==> images/io_placement.png <==
Pins as bars across the die edge, other pins in grey.
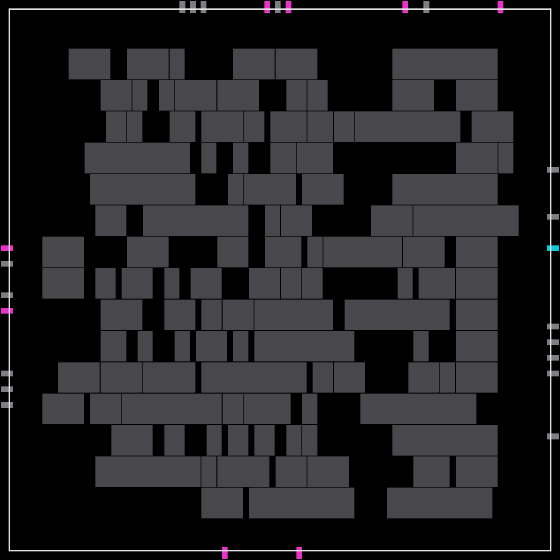
==> images/wires.png <==
Two of the layers only.
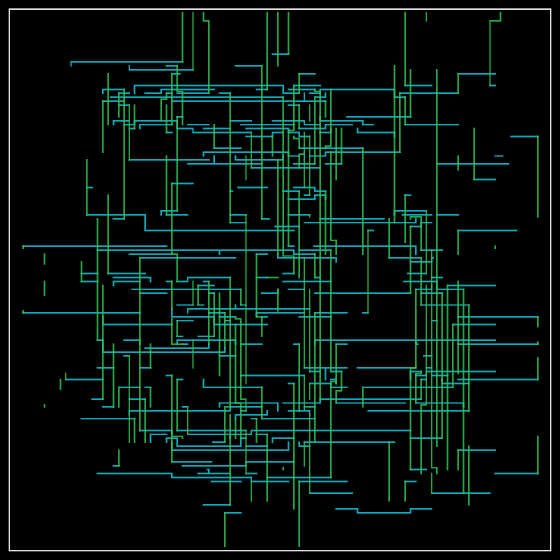
==> images/logic_types.png <==
The bar under the picture is 10 um long.
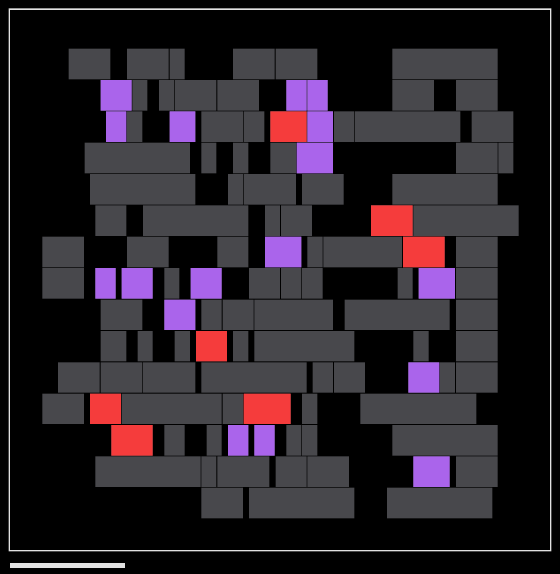
===== config.mk =====
export PLATFORM = sky130hd
export DESIGN_NAME = bcd_countdown_timer
export DESIGN_NICKNAME = d
export VERILOG_FILES = /design/src/rtl/bcd_countdown_timer.sv
export SDC_FILE = /design/constraint.sdc
export NUM_CORES = 1
export LEC_CHECK = 0
export ABC_CLOCK_PERIOD_IN_PS = 2150
export CORE_MARGIN = 2
export CORE_UTILIZATION = 45
export CTS_CLUSTER_SIZE = 14
export DETAILED_ROUTE_END_ITERATION = 10
export GPL_ROUTABILITY_DRIVEN = 0
export PLACE_DENSITY = 0.74
export SLEW_MARGIN = 20
export SYNTH_ARGS = -nofsm -noshare
export SYNTH_HDL_FRONTEND = slang
export SYNTH_SLANG_ARGS = --single-unit

===== constraint.sdc =====
create_clock -name input_CLK -period 2.15 [get_ports input_CLK]
set_input_delay 0.43 -clock input_CLK [delete_from_list [all_inputs] [get_ports input_CLK]]
set_output_delay 0.43 -clock input_CLK [all_outputs]
set_load 0.005 [all_outputs]

===== src/rtl/bcd_countdown_timer.sv =====
// Two-digit BCD down-counter with load, start/stop, borrow pulse and
// selectable terminal behaviour (wrap to 99 or stop in DONE).
module bcd_countdown_timer (
    input  logic       input_CLK,
    input  logic       input_RST,
    input  logic       input_LOAD,
    input  logic [7:0] input_DATA,
    input  logic       input_START,
    input  logic       input_STOP,
    input  logic       input_ENA,
    input  logic       input_WRAP,
    output logic [7:0] output_Y,
    output logic       output_BORROW,
    output logic       output_BUSY,
    output logic       output_DONE
);

    typedef enum logic [1:0] {
        ST_IDLE = 2'd0,
        ST_RUN  = 2'd1,
        ST_DONE = 2'd2
    } state_t;

    state_t     state_q, state_d;
    logic [3:0] tens_q, tens_d;
    logic [3:0] ones_q, ones_d;
    logic       borrow_q, borrow_d;
    logic       busy_q, busy_d;
    logic       done_q, done_d;

    logic [3:0] load_tens, load_ones;
    assign load_tens = (input_DATA[7:4] > 4'd9) ? 4'd9 : input_DATA[7:4];
    assign load_ones = (input_DATA[3:0] > 4'd9) ? 4'd9 : input_DATA[3:0];

    always_comb begin
        state_d  = state_q;
        tens_d   = tens_q;
        ones_d   = ones_q;
        borrow_d = 1'b0;

        if (input_LOAD) begin
            tens_d  = load_tens;
            ones_d  = load_ones;
            state_d = ST_IDLE;
        end else begin
            unique case (state_q)
                ST_IDLE: begin
                    if (!input_STOP && input_START) begin
                        state_d = ST_RUN;
                    end
                end
                ST_RUN: begin
                    if (input_STOP) begin
                        state_d = ST_IDLE;
                    end else if (input_ENA) begin
                        if (tens_q == 4'd0 && ones_q == 4'd0) begin
                            // Tick taken at 00: borrow, then wrap or terminate.
                            borrow_d = 1'b1;
                            if (input_WRAP) begin
                                tens_d = 4'd9;
                                ones_d = 4'd9;
                            end else begin
                                state_d = ST_DONE;
                            end
                        end else if (ones_q == 4'd0) begin
                            ones_d = 4'd9;
                            tens_d = tens_q - 4'd1;
                        end else begin
                            ones_d = ones_q - 4'd1;
                        end
                    end
                end
                ST_DONE: begin
                    state_d = ST_DONE;
                end
                default: begin
                    state_d = ST_IDLE;
                end
            endcase
        end

        busy_d = (state_d == ST_RUN);
        done_d = (state_d == ST_DONE);
    end

    always_ff @(posedge input_CLK or posedge input_RST) begin
        if (input_RST) begin
            state_q  <= ST_IDLE;
            tens_q   <= 4'd0;
            ones_q   <= 4'd0;
            borrow_q <= 1'b0;
            busy_q   <= 1'b0;
            done_q   <= 1'b0;
        end else begin
            state_q  <= state_d;
            tens_q   <= tens_d;
            ones_q   <= ones_d;
            borrow_q <= borrow_d;
            busy_q   <= busy_d;
            done_q   <= done_d;
        end
    end

    assign output_Y      = {tens_q, ones_q};
    assign output_BORROW = borrow_q;
    assign output_BUSY   = busy_q;
    assign output_DONE   = done_q;

endmodule


==> run_results.csv <==
group,metric,value,unit
setup_path,crit_fanout,8,
cells_and_area,nonClkBufAreaFrac,23.17,%
yosys,synth-adder-area-share,4.545,%
clocking,clkTransAtPathRegs,80,ps
detailed_routing,met2_length,844,um
cells_and_area,flop-count,13,
yosys,syn-cell-area,825.8,sq um
setup_path,cp.required,2320,ps
yosys,top_cells_by_area,"dfrtp_1, nor4b_4, ha_1, nor3b_4, nor3_1",
cells_and_area,reg_top3,"ones_q (4), tens_q (4), state_q (2)",
placed_design,port_buffers,25,
cells_and_area,fillers,164,
global_route,overflow,0,
cells_and_area,sh_comb_area,40.44,%
global_route,grt_pass1_wl,3029,um
cells_and_area,clock_area_share,2.295,%
die,die_area,2194,sq um
power_and_ir_drop,combPwrFrac,26.3,%
setup_path,crit_chain,"inv_1 > ha_1 > nor3b_4 > nor3b_4 > nor3_1 > a211o_2",
detailed_routing,vias,730,
die,fp_util,47.83,%
setup_path,r2r_end,"tens_q[1]",
cells_and_area,areaGrowthSynthToFinish,38.64,%
cells_and_area,drive_gt1_share,16.22,%
final_timing,tightestPinTransition,501.3,ps
placed_design,hpwlAfterDp,1462,um
clocking,clkSinkCount,13,
setup_path,arrival,2000,ps
clocking,cts.path.max_buffers,2,
cells_and_area,clock_buffers,4,
yosys,synth_cell_types,31,
power_and_ir_drop,seqPwrFrac,48.0,%
global_route,grt.busiest_layer,"met2",
status,status,"finished clean",
setup_path,crit_top_cell,"nor3b_4",
detailed_routing,drt-met1-wl,866,um
clocking,cts_tree,"done",
final_timing,finalClockSkew,4.165,ps
yosys,synthSimpleGateAreaFrac,28.48,%
cells_and_area,fin_nets,130,
setup_path,rr_startpoint,"ones_q[0]",
die,fp-row-count,15,
clocking,root_buffer,"clkbuf_4",
hold_path,hp-class,"in2async",
die,die_w,46.84,um
detailed_routing,top_layer_used,"met4",
yosys,avgSynthCellArea,10.19,sq um
setup_path,cp_num_buf_inv,1,
final_timing,hold_viol_final,0,
cells_and_area,flop_area,325.3,sq um
power_and_ir_drop,clkPwrFrac,25.7,%
clocking,ctsResizeCount,0,
setup_path,path_depth,6,
yosys,aoi_share,21.82,%
cells_and_area,fin_util,66.30,%
setup_path,r2r_slack,320,ps
detailed_routing,drcViolationCount,0,
detailed_routing,first_pass_iters,4,
power_and_ir_drop,intPower,0.4228,mW
yosys,yosysTopAreaCell,"dfrtp_1",
yosys,synth_warnings,0,
global_route,grt_use_met3,2.308,%
global_route,grtUsageMet2,31.23,%
power_and_ir_drop,p_switching,0.1682,mW
setup_path,endpoint_kind,"flop",
global_route,antenna_found_initial,0,
cells_and_area,logic_area,462.9,sq um
job,max_cap_viol_count,0,
power_and_ir_drop,swShare,28.46,%
setup_path,slowest_delay,410,ps
yosys,yosys_area,825.8,sq um
Notes on io_placement.png above:
legend:
  magenta:
    port: output_Y
    pins: 8
    direction: output
    edge: 4 top, 2 left, 2 bottom
  cyan:
    port: output_BORROW
    pins: 1
    direction: output
    edge: right
all pins by edge: 9 top, 8 right, 7 left, 2 bottom

Notes on wires.png above:
legend:
  cyan:
    layer: metal 1
    wire_length: 866 um
  green:
    layer: metal 2
    wire_length: 845 um
Total GRT Usage: 19.54%
DR WL/cell: 13.36 um
DRT Wirelength: 1817 um

Notes on logic_types.png above:
legend:
  purple:
    family: inverting AOI/OAI gates
    cells: 17
  red:
    family: AND-OR and OR-AND gates
    cells: 7
Final Non-Filler Cells: 136
Top cell excl fill/tap: clkdlybuf4s50_1

power groups by stage:
stage	Clock (mW)	Combinational [mW]	Sequential [mW]
floorplan	0	0.0771	0.286
global placement	0	0.153	0.288
detailed placement	0	0.156	0.289
CTS	0.154	0.157	0.284
global route	0.166	0.172	0.287
finish	0.152	0.155	0.284
cells in the mapped netlist:
| library cell | count |
|---|---|
| nand2_1 | 3 |
| inv_1 | 9 |
| nor4b_4 | 2 |
| a32o_1 | 2 |
| o21ai_0 | 3 |
| o211ai_1 | 1 |
| a21boi_0 | 1 |
| clkbuf_1 | 1 |
| nor3_1 | 7 |
| o22ai_1 | 2 |
| dfrtp_1 | 13 |
| and3_2 | 2 |
| a21oi_2 | 1 |
| mux2i_1 | 1 |
| nand3_1 | 1 |
| and4_2 | 1 |
| a41oi_1 | 2 |
| a21oi_1 | 3 |
| a311oi_1 | 1 |
| o31ai_1 | 2 |
| nand4bb_4 | 1 |
| nor2_1 | 9 |
| a211o_2 | 1 |
| nor2b_1 | 1 |
| a31o_2 | 1 |
| or2_2 | 1 |
| a41o_2 | 1 |
| ha_1 | 3 |
| o21a_1 | 2 |
| nor3b_4 | 2 |
| a211oi_1 | 1 |
through the flow:
step / power (mW) / hold WS, ps / area [sq um] / setup WS, ps / std cells
floorplan: 0.3634 / 307.0 / 825.8 / 475.2 / 81
global placement: 0.4417 / 577.5 / 1119 / 233.8 / 132
detailed placement: 0.4446 / 591.0 / 1119 / 194.8 / 132
CTS: 0.5946 / 495.9 / 1145 / 304.0 / 136
global route: 0.6249 / 545.7 / 1145 / 143.6 / 136
finish: 0.5910 / 469.0 / 1145 / 320.4 / 136
Power and IR drop assume default switching activity.
